<file path="src/rtl/muxn_rr.sv">
// -----------------------------------------------------------------------------
// muxn_rr -- N-to-1 streaming multiplexer with a registered output stage.
//
// Each cycle at most one input channel is granted. The granted channel's beat
// is captured into a single output register, which is drained by out_ready.
// The output register can drain and reload on the same edge, so the mux
// sustains one beat per cycle.
//
// Arbitration mode is chosen at build time by the macro MUXN_RR_ROUND_ROBIN_EN:
//   defined   : round-robin. The search starts at a priority pointer that moves
//               to (winner + 1) mod N after every transfer.
//   undefined : fixed priority. The lowest-numbered valid channel wins. The
//               pointer is a constant 0.
//
// Handshake: a beat moves from channel i when in_valid[i] & in_ready[i] are
// both high on a rising clk edge. The output beat leaves when
// out_valid & out_ready are both high on a rising edge. Valid never waits for
// ready. in_ready[i] is high only for the granted channel, and only when the
// output register is empty or is being drained in the same cycle.
//
// Parameters:
//   N  : number of input channels (2..16)
//   W  : data width per channel (1..64)
//   SW : width of the channel index (N <= 2**SW)
//
// Ports:
//   clk       : clock; all state updates on its rising edge
//   rst_n     : asynchronous active-low reset
//   in_data   : packed channel data; channel i is in_data[i*W +: W]
//   in_valid  : per-channel valid
//   in_ready  : per-channel ready (granted channel only)
//   out_data  : registered data of the selected beat
//   out_sel   : registered index of the channel that supplied out_data
//   out_valid : output register holds a beat
//   out_ready : downstream accepts the output beat
// -----------------------------------------------------------------------------
module muxn_rr #(
  parameter int N  = 4,
  parameter int W  = 8,
  parameter int SW = 2
) (
  input  logic           clk,
  input  logic           rst_n,
  input  logic [N*W-1:0] in_data,
  input  logic [N-1:0]   in_valid,
  output logic [N-1:0]   in_ready,
  output logic [W-1:0]   out_data,
  output logic [SW-1:0]  out_sel,
  output logic           out_valid,
  input  logic           out_ready
);

  localparam logic [SW-1:0] LAST_IDX = SW'(N - 1);

  logic [W-1:0]  r_out_data;
  logic [SW-1:0] r_out_sel;
  logic          r_out_valid;

  logic [SW-1:0] w_ptr;
  logic          w_load_en;
  logic [N-1:0]  w_grant;
  logic [SW-1:0] w_grant_idx;
  logic          w_found;
  logic [W-1:0]  w_grant_data;
  logic          w_xfer;
  logic [SW-1:0] w_next_ptr;

  // The output register may take a new beat when it is empty or is being
  // drained on this same edge.
  assign w_load_en = !r_out_valid | out_ready;

  // Two-pass search. The first pass covers channels at or above the pointer.
  // The second pass covers the wrapped part below it, and it can only match
  // when the first pass found nothing. With the pointer at 0 the second pass
  // never matches, which gives fixed lowest-index priority.
  always_comb begin
    w_grant     = '0;
    w_grant_idx = '0;
    w_found     = 1'b0;
    for (int i = 0; i < N; i++) begin
      if (!w_found && in_valid[i] && (SW'(i) >= w_ptr)) begin
        w_found     = 1'b1;
        w_grant[i]  = 1'b1;
        w_grant_idx = SW'(i);
      end
    end
    for (int i = 0; i < N; i++) begin
      if (!w_found && in_valid[i]) begin
        w_found     = 1'b1;
        w_grant[i]  = 1'b1;
        w_grant_idx = SW'(i);
      end
    end
  end

  // Data of the granted channel. Other channels' data is ignored, so it may be
  // unstable while their valid is low.
  always_comb begin
    w_grant_data = '0;
    for (int i = 0; i < N; i++) begin
      if (w_grant[i]) w_grant_data = in_data[i*W +: W];
    end
  end

  // rst_n gates ready so no channel sees a handshake while reset is held.
  assign in_ready = w_grant & {N{w_load_en & rst_n}};
  assign w_xfer   = |(in_valid & in_ready);

  assign w_next_ptr = (w_grant_idx == LAST_IDX) ? '0 : (w_grant_idx + SW'(1));

`ifdef MUXN_RR_ROUND_ROBIN_EN
  logic [SW-1:0] r_ptr;

  // The pointer moves only when a beat transfers, so idle cycles keep the
  // fairness order.
  always_ff @(posedge clk or negedge rst_n) begin
    if (!rst_n) begin
      r_ptr <= '0;
    end else if (w_xfer) begin
      r_ptr <= w_next_ptr;
    end
  end

  assign w_ptr = r_ptr;
`else
  // Fixed priority: no pointer state. The search always starts at channel 0.
  assign w_ptr = '0;
  logic w_unused_ptr;
  assign w_unused_ptr = ^w_next_ptr;
`endif

  // Output stage. A transfer loads a new beat, which covers the drain-and-load
  // case. A drain with no transfer empties the stage. Otherwise the stage holds.
  always_ff @(posedge clk or negedge rst_n) begin
    if (!rst_n) begin
      r_out_data  <= '0;
      r_out_sel   <= '0;
      r_out_valid <= 1'b0;
    end else if (w_xfer) begin
      r_out_data  <= w_grant_data;
      r_out_sel   <= w_grant_idx;
      r_out_valid <= 1'b1;
    end else if (out_ready) begin
      r_out_valid <= 1'b0;
    end
  end

  assign out_data  = r_out_data;
  assign out_sel   = r_out_sel;
  assign out_valid = r_out_valid;

endmodule

</file>
<file path="config.mk">
export PLATFORM = sky130hd
export DESIGN_NAME = muxn_rr
export DESIGN_NICKNAME = d
export VERILOG_FILES = /design/src/rtl/muxn_rr.sv
export SDC_FILE = /design/constraint.sdc
export NUM_CORES = 1
export LEC_CHECK = 0
export ABC_AREA = 1
export CAP_MARGIN = 30
export CORE_AREA = 2 2 51 53
export DETAILED_ROUTE_END_ITERATION = 16
export DIE_AREA = 0 0 53 55
export PLACE_DENSITY = 0.77
export SYNTH_ARGS = -nofsm -noshare
export SYNTH_HDL_FRONTEND = slang
export SYNTH_SLANG_ARGS = --single-unit
</file>
<file path="constraint.sdc">
create_clock -name clk -period 1.75 [get_ports clk]
set_clock_uncertainty 0.05 [all_clocks]
set_input_delay 0.525 -clock clk [delete_from_list [all_inputs] [get_ports clk]]
set_output_delay 0.525 -clock clk [all_outputs]
set_load 0.05 [all_outputs]
</file>
==> images/floorplan.png <==
Bar = 20 um. Pins as bars on the die edge.
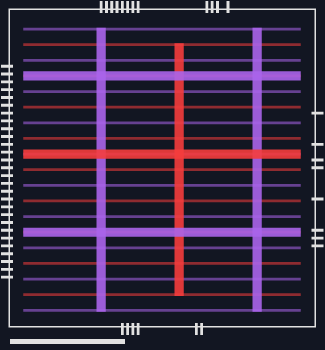
- VDD: red
- VSS: purple
- rows: 18
- signal pins: 54
- met1 rails: 19
- met5 straps: 3
- met4 straps: 3

==> images/class_map.png <==
Fill, decap, tap and diode cells in grey.
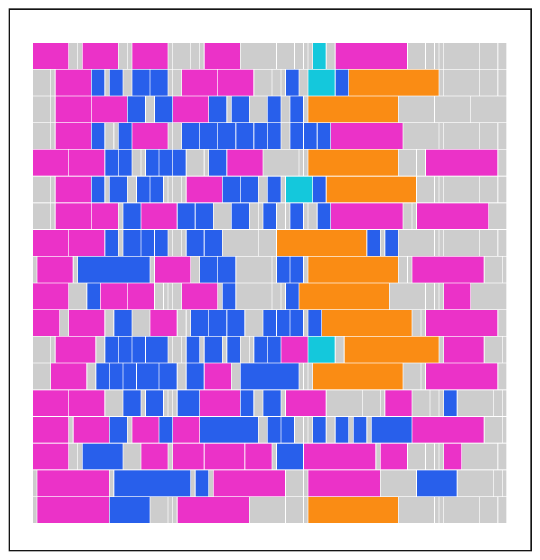
- registers: orange (cells 11; share of their area 17%)
- clock drivers and dummy loads: cyan (cells 4; share of their area 1.6%)
- remaining buffers and delay cells: magenta (cells 68; share of their area 49%)
- remaining logic cells: blue (cells 105; share of their area 33%)
flop share of the area: 16.5%
final core utilization: 70.7%
Final Cell Area: 1670 um^2

==> images/clock_wires.png <==
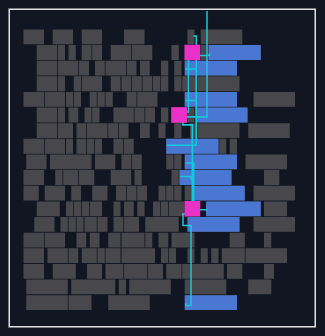
- flip-flops: blue (count 11)
- clock-net drivers: magenta (count 3)
- clock wires: cyan (length 119 um)
- routed clock nets: 4
clock share of power: 14.8%
reported clock group power: 0.000165 W

==> images/layers.png <==
Bar = 20 um. Two of the layers only.
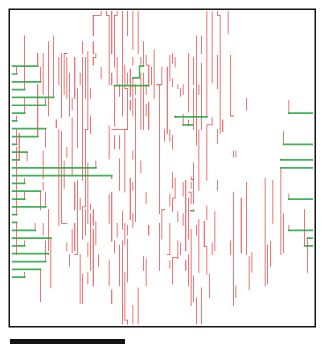
- M3: green (wire length 169 um)
- M2: red (wire length 1250 um)
All-Layer GR Usage: 17.0%
Via Count: 1015

==> images/clock_nets.png <==
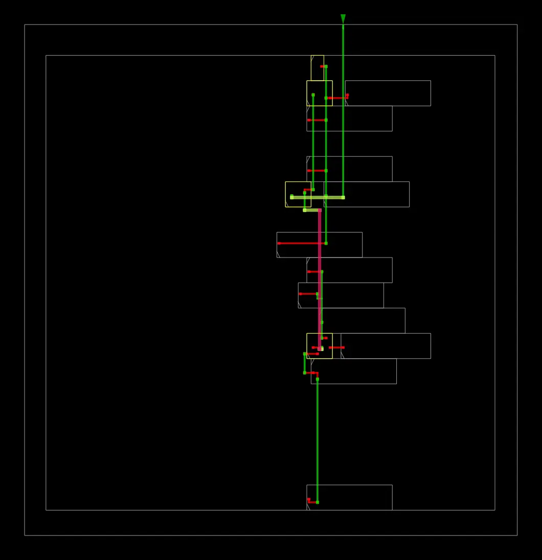
clk latency late pin: 260 ps
clk sinks: 11

==> results.sh <==
# yosys + openroad results
export IMPL_status="finished with violations"
export IMPL_violations="setup timing"
export IMPL_gp_congestion=0.762
export IMPL_ys_area_um2=796
export IMPL_crit_path_end="in_ready[3]"
export IMPL_ios=54
export IMPL_grt_pass1_vias=924
export IMPL_critPathKind="in2out"
export IMPL_fin_ws_ps=-91.0
export IMPL_r2r_start="out_valid$_DFFE_PN0P_"
export IMPL_nWellTaps=30
export IMPL_cts_hold_buf=0
export IMPL_ys_cells=122
export IMPL_warning_count=29
export IMPL_logic_gate_count=89
export IMPL_seqPwrFrac_pct=30.6
export IMPL_final_layout_size_suffix_gt1_share_pct=27.1
export IMPL_cts_tree="built"
export IMPL_rsz0062_at_grt="true"
export IMPL_r2r_end="out_sel[0]$_DFFE_PN0P_"
export IMPL_drt_total_wl_um=2330
export IMPL_p_seq_w=0.000342
export IMPL_critPathMaxStageDelay_ps=290
export IMPL_use_met3_pct=3.76
export IMPL_finalClockPeriodUsage_pct=105
export IMPL_dr_pass1_iters=4
export IMPL_leakage_nw=0.822
export IMPL_largest_reg_flops=8
export IMPL_grt_ovfl_total=0
export IMPL_setup_viol=4
export IMPL_cts_buffers=3
export IMPL_synth_adder_area_share_pct=0
No activity file was given, so power comes from the tool's default toggle rates.
